<file path="src/rtl/decode_issue_controller_pkg.sv">
// Shared types and constants for the decode/issue controller and its scoreboard.
package decode_issue_controller_pkg;

  localparam int REG_COUNT      = 32;
  localparam int INFLIGHT_W     = 4;
  localparam int PEND_W_DEFAULT = 2;

  typedef logic [PEND_W_DEFAULT-1:0] pend_cnt_t;

  typedef enum logic {
    RUN,
    SERIAL_BUSY
  } IssueState;

endpackage

</file>
<file path="src/rtl/decode_issue_controller_if.sv">
// Decode-to-issue handshake plus the completion bus feeding the scoreboard.
interface decode_issue_controller_if;

  logic       dec_valid;
  logic [4:0] dec_src1;
  logic [4:0] dec_src2;
  logic       dec_uses_src1;
  logic       dec_uses_src2;
  logic [4:0] dec_dst;
  logic       dec_writes_dst;
  logic       dec_serial;
  logic       iss_ready;
  logic       iss_valid;
  logic       dec_stall;
  logic       cmpl_valid;
  logic       cmpl_writes_dst;
  logic [4:0] cmpl_dst;

  modport master (
    output dec_valid, dec_src1, dec_src2, dec_uses_src1, dec_uses_src2,
           dec_dst, dec_writes_dst, dec_serial, iss_ready,
           cmpl_valid, cmpl_writes_dst, cmpl_dst,
    input  iss_valid, dec_stall
  );

  modport slave (
    input  dec_valid, dec_src1, dec_src2, dec_uses_src1, dec_uses_src2,
           dec_dst, dec_writes_dst, dec_serial, iss_ready,
           cmpl_valid, cmpl_writes_dst, cmpl_dst,
    output iss_valid, dec_stall
  );

endinterface

</file>
<file path="src/rtl/decode_issue_controller_issue_scoreboard.sv">
// Per-register pending-write counters; x0 is never tracked so it always reads zero.
module issue_scoreboard
  import decode_issue_controller_pkg::*;
#(
  parameter int PEND_W = PEND_W_DEFAULT
) (
  input  logic              clk,
  input  logic              rst,
  input  logic              clear,
  input  logic              inc_en,
  input  logic [4:0]        inc_idx,
  input  logic              dec_en,
  input  logic [4:0]        dec_idx,
  input  logic [4:0]        rd1_idx,
  input  logic [4:0]        rd2_idx,
  input  logic [4:0]        sat_idx,
  output logic [PEND_W-1:0] rd1_cnt,
  output logic [PEND_W-1:0] rd2_cnt,
  output logic              sat
);

  localparam logic [PEND_W-1:0] SAT_VAL = '1;

  logic [PEND_W-1:0]    pend [REG_COUNT];
  logic [REG_COUNT-1:0] inc_vec;
  logic [REG_COUNT-1:0] dec_vec;

  always_comb begin
    inc_vec = '0;
    dec_vec = '0;
    if (inc_en && inc_idx != 5'd0) inc_vec[inc_idx] = 1'b1;
    if (dec_en && dec_idx != 5'd0) dec_vec[dec_idx] = 1'b1;
  end

  // A register hit by both increment and decrement in one cycle nets to zero.
  always_ff @(posedge clk) begin
    if (rst || clear) begin
      for (int r = 0; r < REG_COUNT; r++) pend[r] <= '0;
    end else begin
      for (int r = 0; r < REG_COUNT; r++) begin
        if (inc_vec[r] && !dec_vec[r]) begin
          assert (pend[r] != SAT_VAL);
          if (pend[r] != SAT_VAL) pend[r] <= pend[r] + 1'b1;
        end else if (dec_vec[r] && !inc_vec[r]) begin
          assert (pend[r] != '0);
          if (pend[r] != '0) pend[r] <= pend[r] - 1'b1;
        end
      end
    end
  end

  assign rd1_cnt = pend[rd1_idx];
  assign rd2_cnt = pend[rd2_idx];
  assign sat     = (pend[sat_idx] == SAT_VAL);

endmodule

</file>
<file path="src/rtl/decode_issue_controller.sv">
// Issue control: RAW/capacity/serialization hazards, in-flight tracking and flush.
module decode_issue_controller
  import decode_issue_controller_pkg::*;
#(
  parameter int MAX_INFLIGHT = 4,
  parameter int PEND_W       = PEND_W_DEFAULT
) (
  input  logic                  clk,
  input  logic                  rst,
  decode_issue_controller_if.slave bus,
  input  logic                  flush,
  output logic [INFLIGHT_W-1:0] inflight,
  output logic                  serial_busy
);

  IssueState             state;
  logic [PEND_W-1:0]     rd1_cnt;
  logic [PEND_W-1:0]     rd2_cnt;
  logic                  dst_sat;
  logic                  hazard;
  logic                  iss_valid;
  logic                  fire;
  logic [INFLIGHT_W-1:0] inflight_next;

  issue_scoreboard #(.PEND_W(PEND_W)) u_scoreboard (
    .clk     (clk),
    .rst     (rst),
    .clear   (flush),
    .inc_en  (fire && bus.dec_writes_dst),
    .inc_idx (bus.dec_dst),
    .dec_en  (bus.cmpl_valid && bus.cmpl_writes_dst),
    .dec_idx (bus.cmpl_dst),
    .rd1_idx (bus.dec_src1),
    .rd2_idx (bus.dec_src2),
    .sat_idx (bus.dec_dst),
    .rd1_cnt (rd1_cnt),
    .rd2_cnt (rd2_cnt),
    .sat     (dst_sat)
  );

  // Hazards look only at registered state; completions are not bypassed.
  always_comb begin
    hazard = (bus.dec_uses_src1 && rd1_cnt != '0)
          || (bus.dec_uses_src2 && rd2_cnt != '0)
          || (bus.dec_writes_dst && bus.dec_dst != 5'd0 && dst_sat)
          || (inflight == INFLIGHT_W'(MAX_INFLIGHT))
          || (state == SERIAL_BUSY)
          || (bus.dec_serial && inflight != '0);
    iss_valid = bus.dec_valid && !hazard && !flush && !rst;
    fire      = iss_valid && bus.iss_ready;
    case ({fire, bus.cmpl_valid})
      2'b10:   inflight_next = inflight + 1'b1;
      2'b01:   inflight_next = (inflight == '0) ? '0 : inflight - 1'b1;
      default: inflight_next = inflight;
    endcase
  end

  assign bus.iss_valid = iss_valid;
  assign bus.dec_stall = bus.dec_valid && !fire && !flush && !rst;
  assign serial_busy   = (state == SERIAL_BUSY) && !rst;

  // A serializing op parks the FSM until the pipeline fully drains behind it.
  always_ff @(posedge clk) begin
    if (rst || flush) begin
      state    <= RUN;
      inflight <= '0;
    end else begin
      assert (!(bus.cmpl_valid && inflight == '0));
      inflight <= inflight_next;
      case (state)
        RUN:         if (fire && bus.dec_serial) state <= SERIAL_BUSY;
        SERIAL_BUSY: if (inflight_next == '0) state <= RUN;
        default:     state <= RUN;
      endcase
    end
  end

endmodule

</file>
<file path="src/flat_wrapper.sv">
// flat-port wrapper written by rule: the top's interface ports become plain ports
module decode_issue_controller_flat import decode_issue_controller_pkg::*;
#(
  parameter int MAX_INFLIGHT = 4,
  parameter int PEND_W       = PEND_W_DEFAULT
)
  (clk, rst, flush, inflight, serial_busy, bus_dec_valid, bus_dec_src1, bus_dec_src2, bus_dec_uses_src1, bus_dec_uses_src2, bus_dec_dst, bus_dec_writes_dst, bus_dec_serial, bus_iss_ready, bus_cmpl_valid, bus_cmpl_writes_dst, bus_cmpl_dst, bus_iss_valid, bus_dec_stall);
  decode_issue_controller_if bus_i ();
  input  logic clk;
  input  logic rst;
  input  logic flush;
  output logic [INFLIGHT_W-1:0] inflight;
  output logic serial_busy;
  input wire logic [$bits(bus_i.dec_valid)-1:0] bus_dec_valid;
  input wire logic [$bits(bus_i.dec_src1)-1:0] bus_dec_src1;
  input wire logic [$bits(bus_i.dec_src2)-1:0] bus_dec_src2;
  input wire logic [$bits(bus_i.dec_uses_src1)-1:0] bus_dec_uses_src1;
  input wire logic [$bits(bus_i.dec_uses_src2)-1:0] bus_dec_uses_src2;
  input wire logic [$bits(bus_i.dec_dst)-1:0] bus_dec_dst;
  input wire logic [$bits(bus_i.dec_writes_dst)-1:0] bus_dec_writes_dst;
  input wire logic [$bits(bus_i.dec_serial)-1:0] bus_dec_serial;
  input wire logic [$bits(bus_i.iss_ready)-1:0] bus_iss_ready;
  input wire logic [$bits(bus_i.cmpl_valid)-1:0] bus_cmpl_valid;
  input wire logic [$bits(bus_i.cmpl_writes_dst)-1:0] bus_cmpl_writes_dst;
  input wire logic [$bits(bus_i.cmpl_dst)-1:0] bus_cmpl_dst;
  output wire logic [$bits(bus_i.iss_valid)-1:0] bus_iss_valid;
  output wire logic [$bits(bus_i.dec_stall)-1:0] bus_dec_stall;
  assign bus_i.dec_valid = bus_dec_valid;
  assign bus_i.dec_src1 = bus_dec_src1;
  assign bus_i.dec_src2 = bus_dec_src2;
  assign bus_i.dec_uses_src1 = bus_dec_uses_src1;
  assign bus_i.dec_uses_src2 = bus_dec_uses_src2;
  assign bus_i.dec_dst = bus_dec_dst;
  assign bus_i.dec_writes_dst = bus_dec_writes_dst;
  assign bus_i.dec_serial = bus_dec_serial;
  assign bus_i.iss_ready = bus_iss_ready;
  assign bus_i.cmpl_valid = bus_cmpl_valid;
  assign bus_i.cmpl_writes_dst = bus_cmpl_writes_dst;
  assign bus_i.cmpl_dst = bus_cmpl_dst;
  assign bus_iss_valid = bus_i.iss_valid;
  assign bus_dec_stall = bus_i.dec_stall;
  decode_issue_controller #(.MAX_INFLIGHT(MAX_INFLIGHT), .PEND_W(PEND_W)) u_core (.clk(clk), .rst(rst), .bus(bus_i), .flush(flush), .inflight(inflight), .serial_busy(serial_busy));
endmodule
</file>
<file path="config.mk">
export PLATFORM = sky130hd
export DESIGN_NAME = decode_issue_controller_flat
export DESIGN_NICKNAME = d
export VERILOG_FILES = /design/src/rtl/decode_issue_controller_pkg.sv /design/src/rtl/decode_issue_controller_if.sv /design/src/rtl/decode_issue_controller_issue_scoreboard.sv /design/src/rtl/decode_issue_controller.sv /design/src/flat_wrapper.sv
export SDC_FILE = /design/constraint.sdc
export NUM_CORES = 1
export LEC_CHECK = 0
export CAP_MARGIN = 10
export CORE_ASPECT_RATIO = 0.5
export CORE_MARGIN = 5
export CORE_UTILIZATION = 65
export CTS_CLUSTER_DIAMETER = 200
export DETAILED_ROUTE_END_ITERATION = 10
export MAX_ROUTING_LAYER = met4
export PLACE_DENSITY = 0.85
export SYNTH_ARGS = -nofsm -noshare
export SYNTH_HDL_FRONTEND = slang
export SYNTH_SLANG_ARGS = --single-unit
</file>
<file path="constraint.sdc">
create_clock -name clk -period 5.6 [get_ports clk]
set_input_delay 1.12 -clock clk [delete_from_list [all_inputs] [get_ports clk]]
set_output_delay 1.12 -clock clk [all_outputs]
set_load 0.02 [all_outputs]
</file>
==> run_1/sizing.png <==
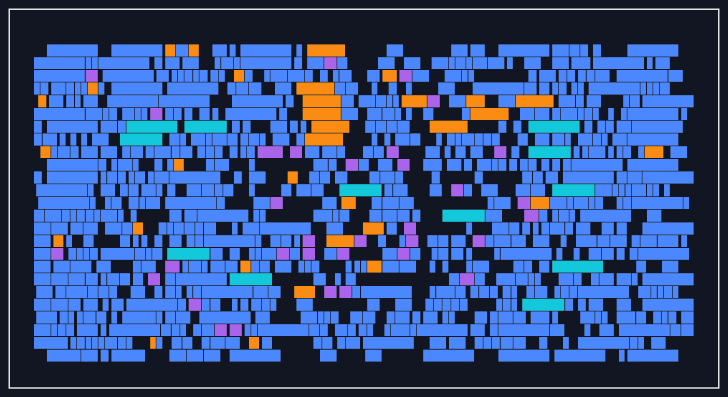
Key: x2 = orange [cells 32]; x1 and smaller = blue [cells 732]; x6 and larger = cyan [cells 12]; x3 and x4 = purple [cells 33]

==> run_1/congestion_map.png <==
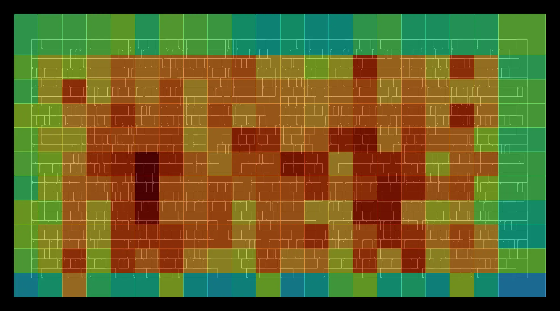
GR peak layer: met1
M2 GR Usage: 54.3%
Routed wire per std cell: 23.6 um
met1 usage: 54.6%
post-layout util: 76.2%

==> CHANGELOG.md, run 1 <==
## Flow update

- Antenna Violating Nets Remaining: 0
- Setup_tns: 0 ps
- Final setup vio count: 0
- Hold Crit Depth: 2
- Top logic family: simple AND/OR/NAND/NOR gates
- Area of the core: 9600 um^2
- Vias in the first global route: 6279
- Synth warnings: 0
- Setup Skew: 6.62 ps
- Clock root cell: clkbuf_16
- RSZ-0062 raised after global routing: false
- CTS sink cnt: 69
- Worst r2r path cells: 12
- Slew Limit Headroom: 39.1%
- Antenna diode count: 0
- Postcts setup bufs: 0
- Final Hold Fails: 0
- Worst path required time: 4480 ps
- Die Y: 80.7 um
- Final WL: 22300 um
- Worst slew pin tran: 906 ps
- Yosys stat chip area: 6500 um^2
- Remaining routing DRC violations: 0
- Worst reg2reg path endpoint: u_core.u_scoreboard.pend[18][0]$_SDFFCE_PN0P_
- Leakage: 0.00243 uW
- Most common logic cells in the final layout: nor2_1 (101), edfxtp_1 (64), nand2_1 (57)
- Placed cells: 928
- Max Root-Sink Buffers: 2
- Resize count post-CTS: 0
- Yosys top cell by area: edfxtp_1
- Status: complete, no violations
- Post-synth EDFFs: 64
- Post-DP Area: 6960 um^2
- Number of OpenROAD warnings: 29
- Yosys Instances: 792
- Critical path cell sequence: clkdlybuf4s50_1, mux4_2, or3_1, a41o_1, o311ai_2, nor2_1, and3_1, nor2_1, clkdlybuf4s50_1
- Site Rows: 25
- Startpoint Class: input pin
- Antenna violations before repair: 0
- Synth mux share: 8.93%
- Hold Path Origin: u_core.state$_SDFF_PN0_
- Cells after synthesis: 792
- HPWL after detailed placement: 16900 um
- HP Class: flip-flop to flip-flop
- Port Buffer Count: 37
- Basic Gates by Area: 27.9%
- First-pass GRT wire length: 35000 um
- Worst r2r src: u_core.inflight[0]$_SDFF_PN0_
- Aoi share: 25.1%
- Cycle use final: 94.5%
- Prevailing post-synth register cell: edfxtp_1
- Adders+Majority by Area: 1.15%
- Initial DRC Count: 1364
- Post-synth area hogs: edfxtp_1 (30%), nor2_1 (5.9%), mux2i_1 (5.2%)
- Critical Path AT: 4170 ps
- Max-area cell share: 29.5%
- # hold bufs at CTS: 0
- Share of cells above drive strength 1: 9.52%
- I/O pins: 38
- Met3 usage: 10.0%
- Fin area: 7310 um^2
- Iteration tally of the first detailed-router pass: 8
- Synth async-reset ratio: 0%
- Gpl congestion: 1.06
- Die W: 151 um
- Syn_area_per_cell: 8.21 um^2
- F_max: 0.189 GHz
- CTS H-tree lvls: 3
- Seq share, synth: 31.1%
- Crit-path slowest cell: clkdlybuf4s50_1
- Tmin final: 5290 ps
==> run_1/gates.png <==
Scale bar: 50 um.
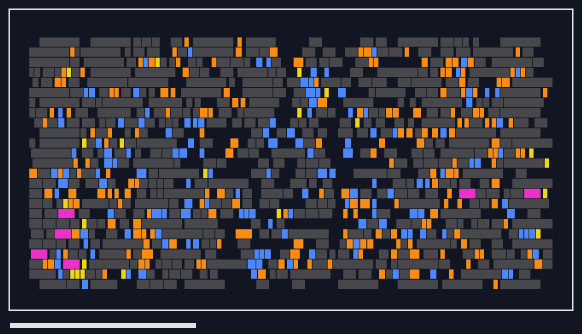
Key: fa/ha/maj cells = magenta [cells 6]; nand cells = blue [cells 137]; inv cells = yellow [cells 21, where spread over the die]; nor cells = orange [cells 183, where spread over the die]
logic share of the area: 56.3%
Commonest Layout Cell: nor2_1
Layout Cells excl Fill: 944

-- run 1: worst max-delay path by stage --
stage	startpoint	end	slack [ps]	depth (start not counted)
floorplan	bus_dec_dst[2]	bus_dec_stall	1260	9
global placement	bus_dec_dst[1]	bus_dec_stall	400	11
detailed placement	bus_dec_src2[0]	bus_dec_stall	380	9
CTS	bus_dec_src2[0]	bus_dec_stall	360	9
global route	bus_dec_src2[0]	bus_dec_stall	150	10
finish	bus_dec_src2[0]	bus_dec_stall	310	9
-- run 1: where the power goes --
group          switching [uW]  total [uW]  internal, uW
Clock                     235         672           437
Sequential               51.2         647           596
Combinational             183         291           108
-- run 1: worst max-delay path, delay by kind of cell --
kind	cells	cell delay [ps]
AND/OR/NAND/NOR	4	810
multiplexers	1	390
AND-OR/OR-AND	2	370
buffers and inverters	2	1470
-- run 1: flip-flops by register name, summed over array words and instances (netlist names) --
| name | count |
|---|---|
| u_core.state | 1 |
| u_core.inflight | 4 |
| u_core.u_scoreboard.pend | 64 |
-- run 1: routing by layer --
metal	share of wire (%)	vias to the layer above
met4	2.1	0
met3	17	67
li1	-	3128
met5	0	-
met1	40	3322
met2	41	658
-- run 1: through the flow --
step | utilization, % | power, uW | hold slack [ps] | worst slack (ps)
2_1_floorplan | - | 820 | 463 | 1260
3_3_place_gp | 72.5 | 926 | 505 | 398
3_5_place_dp | 72.5 | 931 | 507 | 378
4_1_cts | 76.2 | 1590 | 517 | 356
5_1_grt | 76.2 | 1660 | 563 | 153
6_report | 76.2 | 1610 | 516 | 309
-- run 1: cell type report --
type / instances / area (um^2)
Timing Repair Buffer: 65 / 576
Sequential cell: 69 / 2020
Tap cell: 135 / 169
Inverter: 21 / 78.8
Multi-Input combinational cell: 638 / 4120
Fill cell: 679 / 2290
Clock inverter: 7 / 124
Clock buffer: 9 / 225
==> run_1/clock_wires.png <==
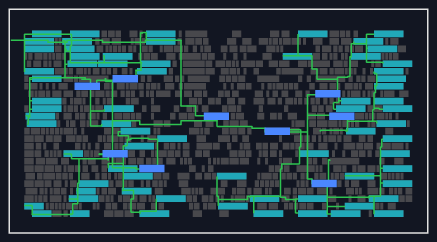

==> run 1 -> run 2 <==
Settings changed: CELL_PAD_IN_SITES_DETAIL_PLACEMENT set to 0, CELL_PAD_IN_SITES_GLOBAL_PLACEMENT set to 2, CORE_UTILIZATION 65 to 40, PLACE_DENSITY 0.85 to 0.86.
==> run_2/clock_wires.png <==
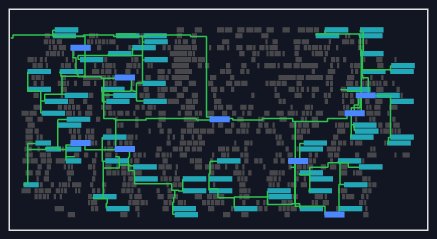
Key: flip-flops = cyan [count 69]; clock wires = green [length 1220 um]; clock-net drivers = blue [count 9]
Position of the flops: spread over the die. There are 10 routed clock nets.

==> run_2/gates.png <==
Scale bar: 50 um.
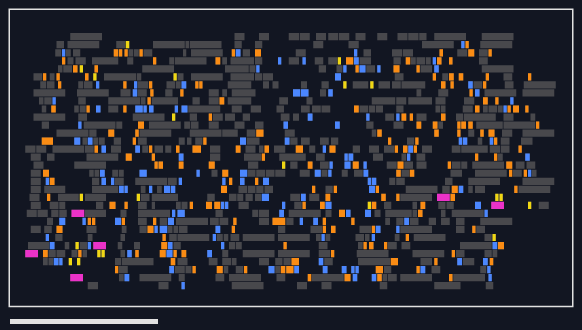
Key: nor cells = orange [cells 183, where spread over the die]; inv cells = yellow [cells 21, where spread over the die]; fa/ha/maj cells = magenta [cells 6]; nand cells = blue [cells 137, where spread over the die]

==> run_2/sizing.png <==
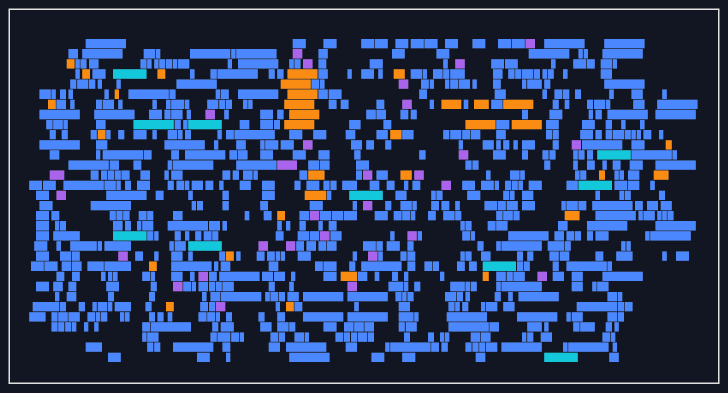
Key: x3 and x4 = purple [cells 29]; x2 = orange [cells 33]; x6 and larger = cyan [cells 10]; x1 and smaller = blue [cells 733]

==> CHANGELOG.md, run 2 <==
## Flow update

- Seq. pwr: 651 uW (+0.6%)
- Critical path cell sequence: clkdlybuf4s50_1, buf_4, nor3_1, a211oi_1, a211oi_1, a31oi_1, o2111a_1, nor2_1, and3_1, nor2_1, clkdlybuf4s50_1
- Final setup margin: 243 ps (-66.6 ps)
- Tmin final: 5360 ps (+66.6 ps)
- Antenna diode count: 0 (unchanged)
- Initial DRC Count: 884 (-35%)
- Post-synth EDFFs: 64 (unchanged)
- Synth warnings: 0 (unchanged)
- Comb group: 291 uW (about the same)
- Routed wire per std cell: 23.7 um (about the same)
- Largest Register: u_core.u_scoreboard.pend
- F_max: 0.187 GHz (-1.2%)
- Post-synth area hogs: edfxtp_1 (30%), nor2_1 (5.9%), mux2i_1 (5.2%)
- Slew Limit Headroom: 34.6% (-4.5 points)
- Die Y: 100 um (+24%)
- Switching Share: 31.4% (+2.3 points)
- Max-area cell share: 29.5% (unchanged)
- Cells after synthesis: 792 (unchanged)
- Post-layout util: 46.9% (-29 points)
- Final setup vio count: 0 (unchanged)
- Remaining routing DRC violations: 0 (unchanged)
- # hold bufs at CTS: 0 (unchanged)
- Resize count post-CTS: 0 (unchanged)
- Synth mux share: 8.93% (unchanged)
- Setup Skew: 9.84 ps (+3.22 ps)
- Gpl congestion: 0.966 (-8.5%)
- Total Power: 1520 uW (-5.5%)
- Largest power group: registers
- Setup_tns: 0 ps (unchanged)
- Yosys Instances: 792 (unchanged)
- Number of flip-flops in the largest register: 64 (unchanged)
- RSZ-0062 raised after global routing: false
- Worst slew pin tran: 979 ps (+73.0 ps)
- Site Rows: 32 (+28%)
- Worst path required time: 4480 ps (about the same)
- Critical Path AT: 4240 ps (+70 ps)
- Number of OpenROAD warnings: 29 (unchanged)
- Cycle use final: 95.7% (+1.2 points)
- Final Hold Fails: 0 (unchanged)
- Die W: 190 um (+26%)
- Max Root-Sink Buffers: 2 (unchanged)
- Post-DP Area: 7050 um^2 (+1.2%)
- Yosys xor share: 0.135%
- NetSw: 478 uW (+1.9%)
- Synth flops: 69
- Syn_area_per_cell: 8.21 um^2 (unchanged)
- Power Clock: 581 uW (-14%)
- Clock root cell: clkbuf_16
- Seq share, synth: 31.1% (unchanged)
- Basic Gates by Area: 27.9% (unchanged)
- Area Overhead vs Synth: 12.9%
- Top logic family: simple AND/OR/NAND/NOR gates
- Layout Cells excl Fill: 1026 (+8.7%)
- Most common logic cells in the final layout: nor2_1 (101), edfxtp_1 (64), nand2_1 (57)
- Synth async-reset ratio: 0% (unchanged)
- Vias in the first global route: 6164 (-1.8%)
- Crit-path slowest cell: clkdlybuf4s50_1
- HP Class: flip-flop to flip-flop
- I/O pins: 38 (unchanged)
- P_int: 1040 uW (-8.5%)
- Startpoint Class: input pin
- Antenna violations before repair: 0 (unchanged)
- Leakage: 0.00238 uW (-2.0%)
- CTS H-tree lvls: 3 (unchanged)
- Fin area: 7340 um^2 (+0.36%)
- CTS sink cnt: 69 (unchanged)
- HPWL after detailed placement: 18700 um (+10%)
- Post-synth top cells: nor2_1 (102), edfxtp_1 (64), nand2_1 (57)
- Antenna Violating Nets Remaining: 0 (unchanged)
- Regs by FF count: u_core.u_scoreboard.pend (64), u_core.inflight (4), u_core.state (1)
- Status: complete, no violations
- Filler cells: 1598 (+140%)
- Setup Slack @ Placement: 291 ps (-87.5 ps)
- Postcts setup bufs: 0 (unchanged)
- Combinational share of power: 19.1% (+1.0 points)
- Area of the core: 15700 um^2 (+63%)
- Prevailing post-synth register cell: edfxtp_1
- Final WL: 24300 um (+8.8%)
- First-pass GRT wire length: 37200 um (+6.3%)
- Port Buffer Count: 37 (unchanged)
- Share of cells above drive strength 1: 8.94% (-0.57 points)
- Final hold slack: 507 ps (-9.66 ps)
- Adders+Majority by Area: 1.15% (unchanged)
- Seq pwr share: 42.7% (+2.5 points)
- Yosys stat chip area: 6500 um^2 (unchanged)
-- run 2: cell types whose count changed in the layout (fill, tap and decap cells not counted) --
cell / before / now
a2111oi_1: 0 / 1
nor2_2: 2 / 1
clkinv_1: 1 / 2
nor2_4: 0 / 1
clkinv_4: 3 / 0
buf_4: 28 / 24
clkinv_2: 0 / 2
bufinv_16: 3 / 1
a2111oi_0: 7 / 6
clkinvlp_4: 1 / 3
-- run 2: final cells by class --
cell class                 count  area (um^2)  area share, %
clock inverter                 7         66.3          0.904
timing repair buffer          61          546           7.43
tap                          221          277           3.77
clock buffer                   9          225           3.07
inverter                      21         78.8           1.07
sequential                    69         2020           27.5
multi-input combinational    638         4130           56.2
-- run 2: kinds of logic after synthesis --
| family | count (synthesis) |
|---|---|
| XOR/XNOR | 1 |
| AND-OR/OR-AND | 218 |
| adder cells (fa/ha/maj) | 6 |
| other | 1 |
| AND/OR/NAND/NOR | 365 |
| buffers and inverters | 86 |
| flip-flops | 69 |
| multiplexers | 46 |
-- run 2: final timing paths --
check	from	to	slack, ps	depth (start not counted)
setup / recovery	bus_dec_src2[0]	bus_dec_stall	240	11
hold / removal	u_core.state$_SDFF_PN0_	u_core.state$_SDFF_PN0_	510	2
setup reg to reg	u_core.inflight[0]$_SDFF_PN0_	u_core.u_scoreboard.pend[4][1]$_SDFFCE_PN0P_	1650	11
hold reg to reg	u_core.state$_SDFF_PN0_	u_core.state$_SDFF_PN0_	510	2
-- run 2: critical path: cells and delay by family --
kind	cells	cell delay (ps)
buffers and inverters	3	1540
AND/OR/NAND/NOR	4	560
AND-OR/OR-AND	4	1000
-- run 2: per-layer routing --
layer  track usage [%]  up-vias  routed length (um)
met5                 -        -                   0
met4              3.42        0                 126
met2              36.6      313               10200
met1              39.8     3404               11800
met3              5.14       14                2170
li1                  -     3114                   -
Power figures rest on the tool's default switching activity, not on a simulated workload.
